### Logic cells by family, run 1

Bar = 20 um.
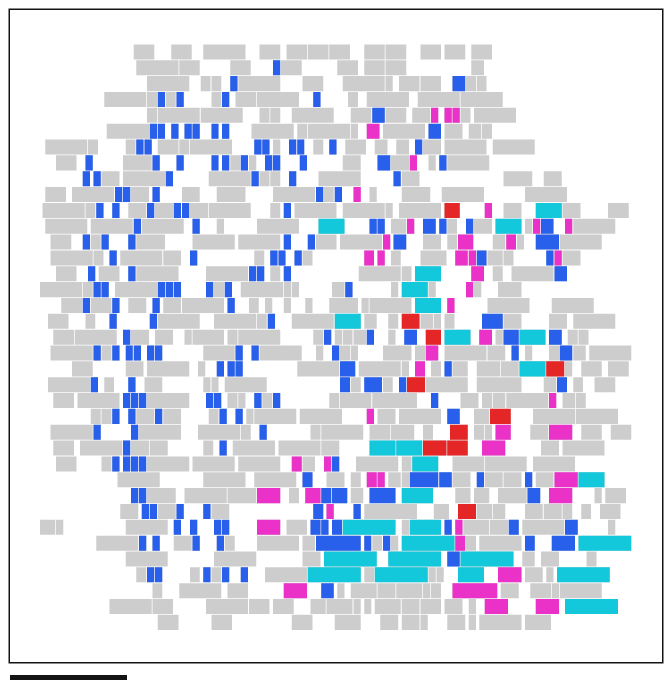
### Routing congestion map, run 1

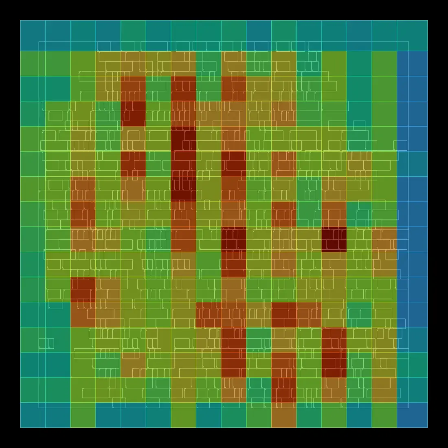
### Metal 1, run 1

Bar = 20 um. Supply wires on this layer in grey.
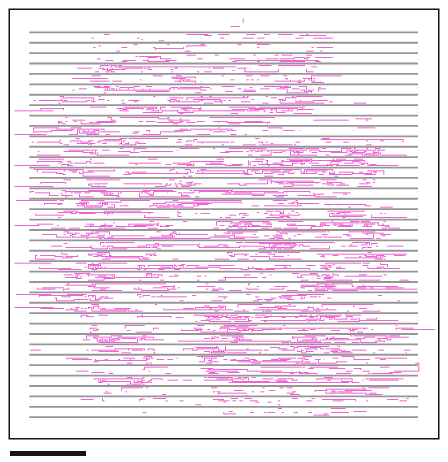
==> config.mk <==
export PLATFORM = sky130hd
export DESIGN_NAME = ads886x_multi_reader
export DESIGN_NICKNAME = d
export VERILOG_FILES = /design/src/rtl/ads886x_pkg.sv /design/src/rtl/ads886x_lane.sv /design/src/rtl/ads886x_multi_reader.sv
export SDC_FILE = /design/constraint.sdc
export NUM_CORES = 1
export LEC_CHECK = 0
export CORE_MARGIN = 5
export CORE_UTILIZATION = 49
export DETAILED_ROUTE_END_ITERATION = 8
export GPL_TIMING_DRIVEN = 0
export HOLD_SLACK_MARGIN = 0.02
export PLACE_DENSITY = 0.72
export SLEW_MARGIN = 30
export SYNTH_ARGS = -nofsm -noshare
export SYNTH_HDL_FRONTEND = slang
export SYNTH_SLANG_ARGS = --single-unit
export TNS_END_PERCENT = 50
==> constraint.sdc <==
create_clock -name clk -period 2.4 [get_ports clk]
set_input_delay 0.6 -clock clk [delete_from_list [all_inputs] [get_ports clk]]
set_output_delay 0.6 -clock clk [all_outputs]
set_load 0.02 [all_outputs]
==> results.cfg, run 1 <==
; yosys + openroad results
[timing]
fin_ws_ps = 39.37
fin_tns_setup_ps = 0
tightest_slew_ps = 653.6
fin_skew_ps = 18.25
clock.fmax_mhz = 423.6
hold_viol = 0
setup_viol_count_final = 0
fin_crit_ps = 2361
drv_slew = 0
slew_headroom_pct = 55.86
fin_hold_ws_ps = 455.9

[placement]
port-buffer-count = 68
post-place-ws_ps = -636.8
dpl_cell_area_um2 = 5941

[yosys]
syn_avg_cell_area_um2 = 8.399
synth_cell_types = 55
yosys_area_um2 = 5090
logic_family = simple AND/OR/NAND/NOR gates
synth_xor_xnor_area_share_pct = 3.614
yosys.area_share.adder_pct = 6.637
ys_ff = 111
edf_count = 0
synth_area_um2 = 5090
simple_gate_share_pct = 24.83
ys_cells = 606
synthAoiAreaFrac_pct = 15.81
ys_seq_share_pct = 43.66
ys_sh_mux_pct = 0.3933
syn_inst = 606
ff_type = dfxtp_1

[power]
power.switching_mw = 1.201
p_seq_share_pct = 49.5
p_total_mw = 3.918
p_per_area_nw_per_um2 = 609.1
p_comb_mw = 0.888
power_leader = sequential cells
p_clk_share_pct = 27.8
combPwrFrac_pct = 22.7
internal_power_mw = 2.717
netSwitchingFraction_pct = 30.66
p_clk_mw = 1.09
powerSeq_mw = 1.94

[layout]
layout-drive-gt1-share_pct = 14.47
diodes = 0
layoutNonFillerInstCount = 834
seq_area_um2 = 2223
comb_area_um2 = 2799
num-fill-cells = 878
stdcell_area_um2 = 6432
final_nets = 744
lay_top_cells = nand2_1 (154), dfxtp_1 (110), a21oi_1 (68)

[setup_path]
path_max_fanout = 3
crit_path_end_kind = flop
rrSetupSlack_ps = 80
criticalPathCategory = in2reg
r2r_cells = 9
critPathRequiredTime_ps = 2640
cp.arrival_ps = 2600

[clock_tree]
root_buffer = clkbuf_8
ctsHoldBuffers = 0
ctsResizeCount = 25
clockBufferDepth = 2
tritoncts = yes
clkSlewWorstSetupHoldPaths_ps = 100
cts_setup_buffers = 3
cts-htree-levels = 3
clk_latency_ps = 390
cts_buffers = 9

[floorplan]
die-area_um2 = 12530
io_pins = 70
initial_utilization_pct = 49.75
rows = 37

[route]
wl_met3_um = 468
drtPass1Iterations = 4
m1WireLength_um = 5078
drc = 0
vias_per_cell = 5.209
ant_nets = 0
wire_per_inst_um = 13.70
highest_layer = met4

[grt]
antenna_found_initial = 0
grt_pass1_vias = 4283
overflow = 0
grt_pass1_wl_um = 19330

[run]
max_cap_viol_count = 0

[worst_hold_path]
hp-class = reg2reg
min_path_cells = 2

[status]
status = complete, no violations
Back to the opening pictures, 'Logic cells by family':
[red] AND-OR and OR-AND gates | cells: 10
[blue] NAND gates | cells: 191
[magenta] NOR gates | cells: 46
[cyan] adder and majority cells | cells: 27
most numerous logic cell after layout: nand2_1
fraction of area in multi-input gates: 43.51%

Back to the opening pictures, 'Routing congestion map':
met1 usage: 21.72%
M2 GR Usage: 32.81%
GRT Overall Usage: 18.42%

Back to the opening pictures, 'Metal 1':
longest straight run: 34.5 um
nets with wire on the layer: 699
final WL: 11430 um
DR vias: 4344

[run 1: layer usage]
metal / track usage [%] / up-vias
li1: - / 2203
met1: 21.72 / 2063
met2: 32.81 / 63
met3: 4.891 / 15
met4: 5.272 / 0
met5: 0 / -
[run 1: synthesized netlist by cell type, types with 3 or more instances]
| cell | number | share of area (%) |
|---|---|---|
| nand2_1 | 156 | 12 |
| dfxtp_1 | 111 | 44 |
| a21oi_1 | 70 | 6.9 |
| inv_1 | 29 | 2.1 |
| ha_1 | 27 | 6.6 |
| nor2_1 | 21 | 1.5 |
| a21oi_2 | 20 | 3.4 |
| clkbuf_1 | 19 | 1.4 |
| o21ai_0 | 15 | 1.5 |
| xor2_1 | 14 | 2.4 |
| nand3_1 | 11 | 1.1 |
| nand4_1 | 11 | 1.4 |
| nor2_4 | 10 | 2.2 |
| and3_1 | 7 | 0.86 |
| xnor2_1 | 7 | 1.2 |
| nor3_1 | 6 | 0.59 |
| nand2b_1 | 5 | 0.61 |
| nor2b_1 | 5 | 0.61 |
| and2_1 | 4 | 0.49 |
| or3_1 | 4 | 0.49 |
| and4_1 | 3 | 0.52 |
| buf_6 | 3 | 0.66 |
| nand3b_1 | 3 | 0.44 |
| nor3b_1 | 3 | 0.44 |
| o21bai_1 | 3 | 0.44 |
[run 1: area by class of cell]
type                       count  area share (%)
inverter                      29           1.692
sequential                   111           34.57
clock inverter                 5          0.7197
multi-input combinational    438           43.51
clock buffer                  11           2.198
tap                          136           2.645
buffer                        28           2.509
timing repair buffer          76           12.16
[run 1: critical path, cell delays in order]
cell,delay (ps)
dlygate4sd2_1,250
ha_1,270
nand2b_4,140
a2111o_1,400
a311o_1,430
o211a_1,270
buf_6,130
nand3_2,60
a21oi_2,50
==> run 2: changes to the inputs <==
Settings changed: ABC_AREA from default to 1.
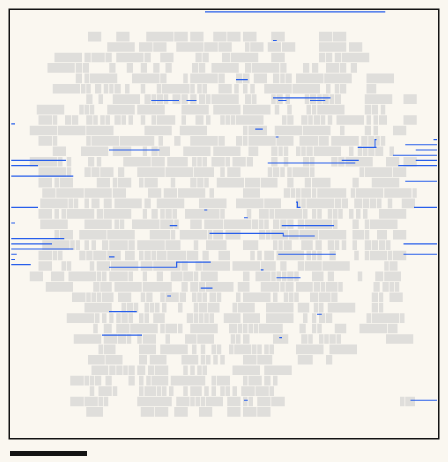
*Met3 routing, run 2*
Bar = 20 um. Cells faint in the background.
wire length on this layer: 414 um
share of all routed wire: 3.5%
main direction: horizontal
nets with wire on the layer: 43
met3 usage: 4.511%
final WL: 11700 um
DR vias: 4461

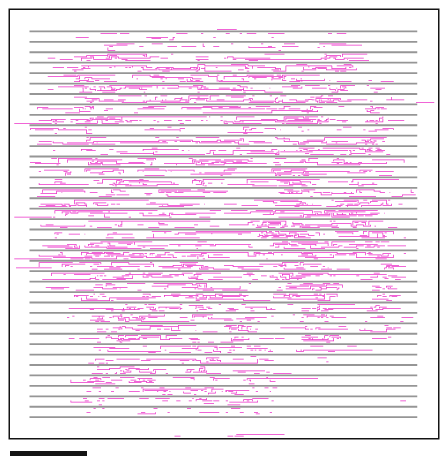
*Metal 1, run 2*
Bar = 20 um. Supply wires on this layer in grey.
share of all routed wire: 44%
longest straight run: 31.7 um
main direction: horizontal
nets with wire on the layer: 751
met1 usage: 23.21%

==> run 2 against run 1 <==
  * Routed wire length increased by 2.4%
  * Via count increased by 2.7%
  * Synthesized area decreased by 0.49%
  * Combinational power increased by 23%
  * Register-to-register slack improved by 300 ps
  * Sequential share of layout area increased by 0.79 points
  * Critical path type unchanged
  * Highest routed layer unchanged
==> results.cfg, run 2 <==
; yosys + openroad results
[status]
status = complete, no violations

[layout]
stdcell_area_um2 = 6286
final_nets = 788
layoutNonFillerInstCount = 878
diodes = 0
layout-drive-gt1-share_pct = 9.164
lay_top_cells = nor2_1 (124), dfxtp_1 (111), inv_1 (76)

[yosys]
ff_type = dfxtp_1
syn_avg_cell_area_um2 = 7.733
ys_seq_share_pct = 43.87
syn_inst = 655
topCellsByArea = dfxtp_1 (44%), nor2_1 (9.4%), a21oi_1 (6.8%)
synth_area_um2 = 5065
synthTopCellsByCount = nor2_1 (127), dfxtp_1 (111), inv_1 (77)
ys_cells = 655
top_area_cell = dfxtp_1
yosysTopAreaCellShare_pct = 43.87
ys_ff = 111
synth_cell_types = 39
yosys_area_um2 = 5065
ys_async_sr_fraction_pct = 0

[setup_path]
cp_slowest_cell = clkdlybuf4s50_1
criticalPathCategory = in2reg
path_cells = clkdlybuf4s50_1 -> inv_1 -> ha_1 -> nand2_1 -> inv_1 -> nand2_1 -> nand2_1 -> nand2_1 -> nand2_1 -> nand2_1 -> nand2_2 -> nand2_4 -> nand2_4 -> nand2_4 -> nand2_4 -> buf_8 -> buf_4 -> a21oi_1
critPathRequiredTime_ps = 2710
crit_path_end_kind = flop
cp.arrival_ps = 2630
r2r_cells = 9
max_stage_delay_ps = 460
cp_common_cell = nand2_1
rrSetupSlack_ps = 380
path_max_fanout = 5

[run]
max_cap_viol_count = 0

[timing]
setup_viol_count_final = 0
fin_tns_setup_ps = 0
tightest_slew_ps = 600.8
clock.fmax_mhz = 432.0
fin_hold_ws_ps = 458.0
fin_skew_ps = 13.56
drv_slew = 0
hold_viol = 0
slew_headroom_pct = 59.95
fin_ws_ps = 85.28

[worst_hold_path]
min_path_cells = 2
hp-class = reg2reg

[grt]
grt_max_degree = 20
grt_pass1_vias = 4366
grt_use_total_pct = 19.08
overflow = 0
antenna_found_initial = 0
grt_pass1_wl_um = 19880

[clock_tree]
clockBufferDepth = 2
root_buffer = clkbuf_8
clk_latency_ps = 370
clkSlewWorstSetupHoldPaths_ps = 110
tritoncts = yes
cts-htree-levels = 3
cts_buffers = 9

[placement]
port-buffer-count = 67
post-place-ws_ps = -357.3
dpl_cell_area_um2 = 5906

[route]
ant_nets = 0
drtPass1Iterations = 5
vias_per_cell = 5.081
wire_per_inst_um = 13.33
drc = 0

[floorplan]
die-area_um2 = 12470
io_pins = 70
rows = 37
initial_utilization_pct = 49.73

[power]
p_per_area_nw_per_um2 = 674.0
p_total_mw = 4.237
==> run 2: routing by layer <==
| metal | global-route usage (%) | part of all wire, % | vias up |
|---|---|---|---|
| met2 | 33.21 | 51 | 78 |
| met4 | 6.164 | 1.9 | 0 |
| met3 | 4.511 | 3.5 | 15 |
| met5 | 0 | 0 | - |
| li1 | - | - | 2271 |
| met1 | 23.21 | 44 | 2097 |
==> run 2: what timing repair did <==
| action | in CTS | in global routing |
|---|---|---|
| endpoints found under the setup margin | 0 | 54 |
| setup buffers | 0 | 2 |
| hold buffers | 0 | 0 |
| gates resized | 0 | 27 |
==> run 2: cell families (layout without fill, tap and decap cells) <==
family	Yosys count	in the layout	synth area share, %
AND-OR/OR-AND	130	130	13.44
XOR/XNOR	15	15	2.594
adder cells (fa/ha/maj)	27	27	6.670
buffers and inverters	109	196	9.239
flip-flops	111	111	43.87
multiplexers	16	16	3.162
other	1	1	0.07404
AND/OR/NAND/NOR	246	246	20.95
==> run 2: final cells by class <==
cell class / instances / area (um2)
Fill cell: 917 / 3899
Multi-Input combinational cell: 435 / 2474
Sequential cell: 111 / 2222
Timing Repair Buffer: 71 / 735.7
Inverter: 82 / 307.8
Buffer: 27 / 177.7
Tap cell: 136 / 170.2
Clock buffer: 11 / 151.4
Clock inverter: 5 / 47.55
==> run 2: report_power, final <==
part           internal, mW  switching (mW)  total (mW)
registers              1.94          0.0901        2.03
logic                 0.433           0.660        1.09
clock network         0.455           0.657        1.11
==> run 2: worst max-delay path: cells and delay by family <==
kind	cells	cell delay, ps
AOI/OAI and AO/OA	1	100
adders and majority gates	1	320
buffers and inverters	5	830
and+or+nand+nor	11	760
No activity file was given, so power comes from the tool's default toggle rates.
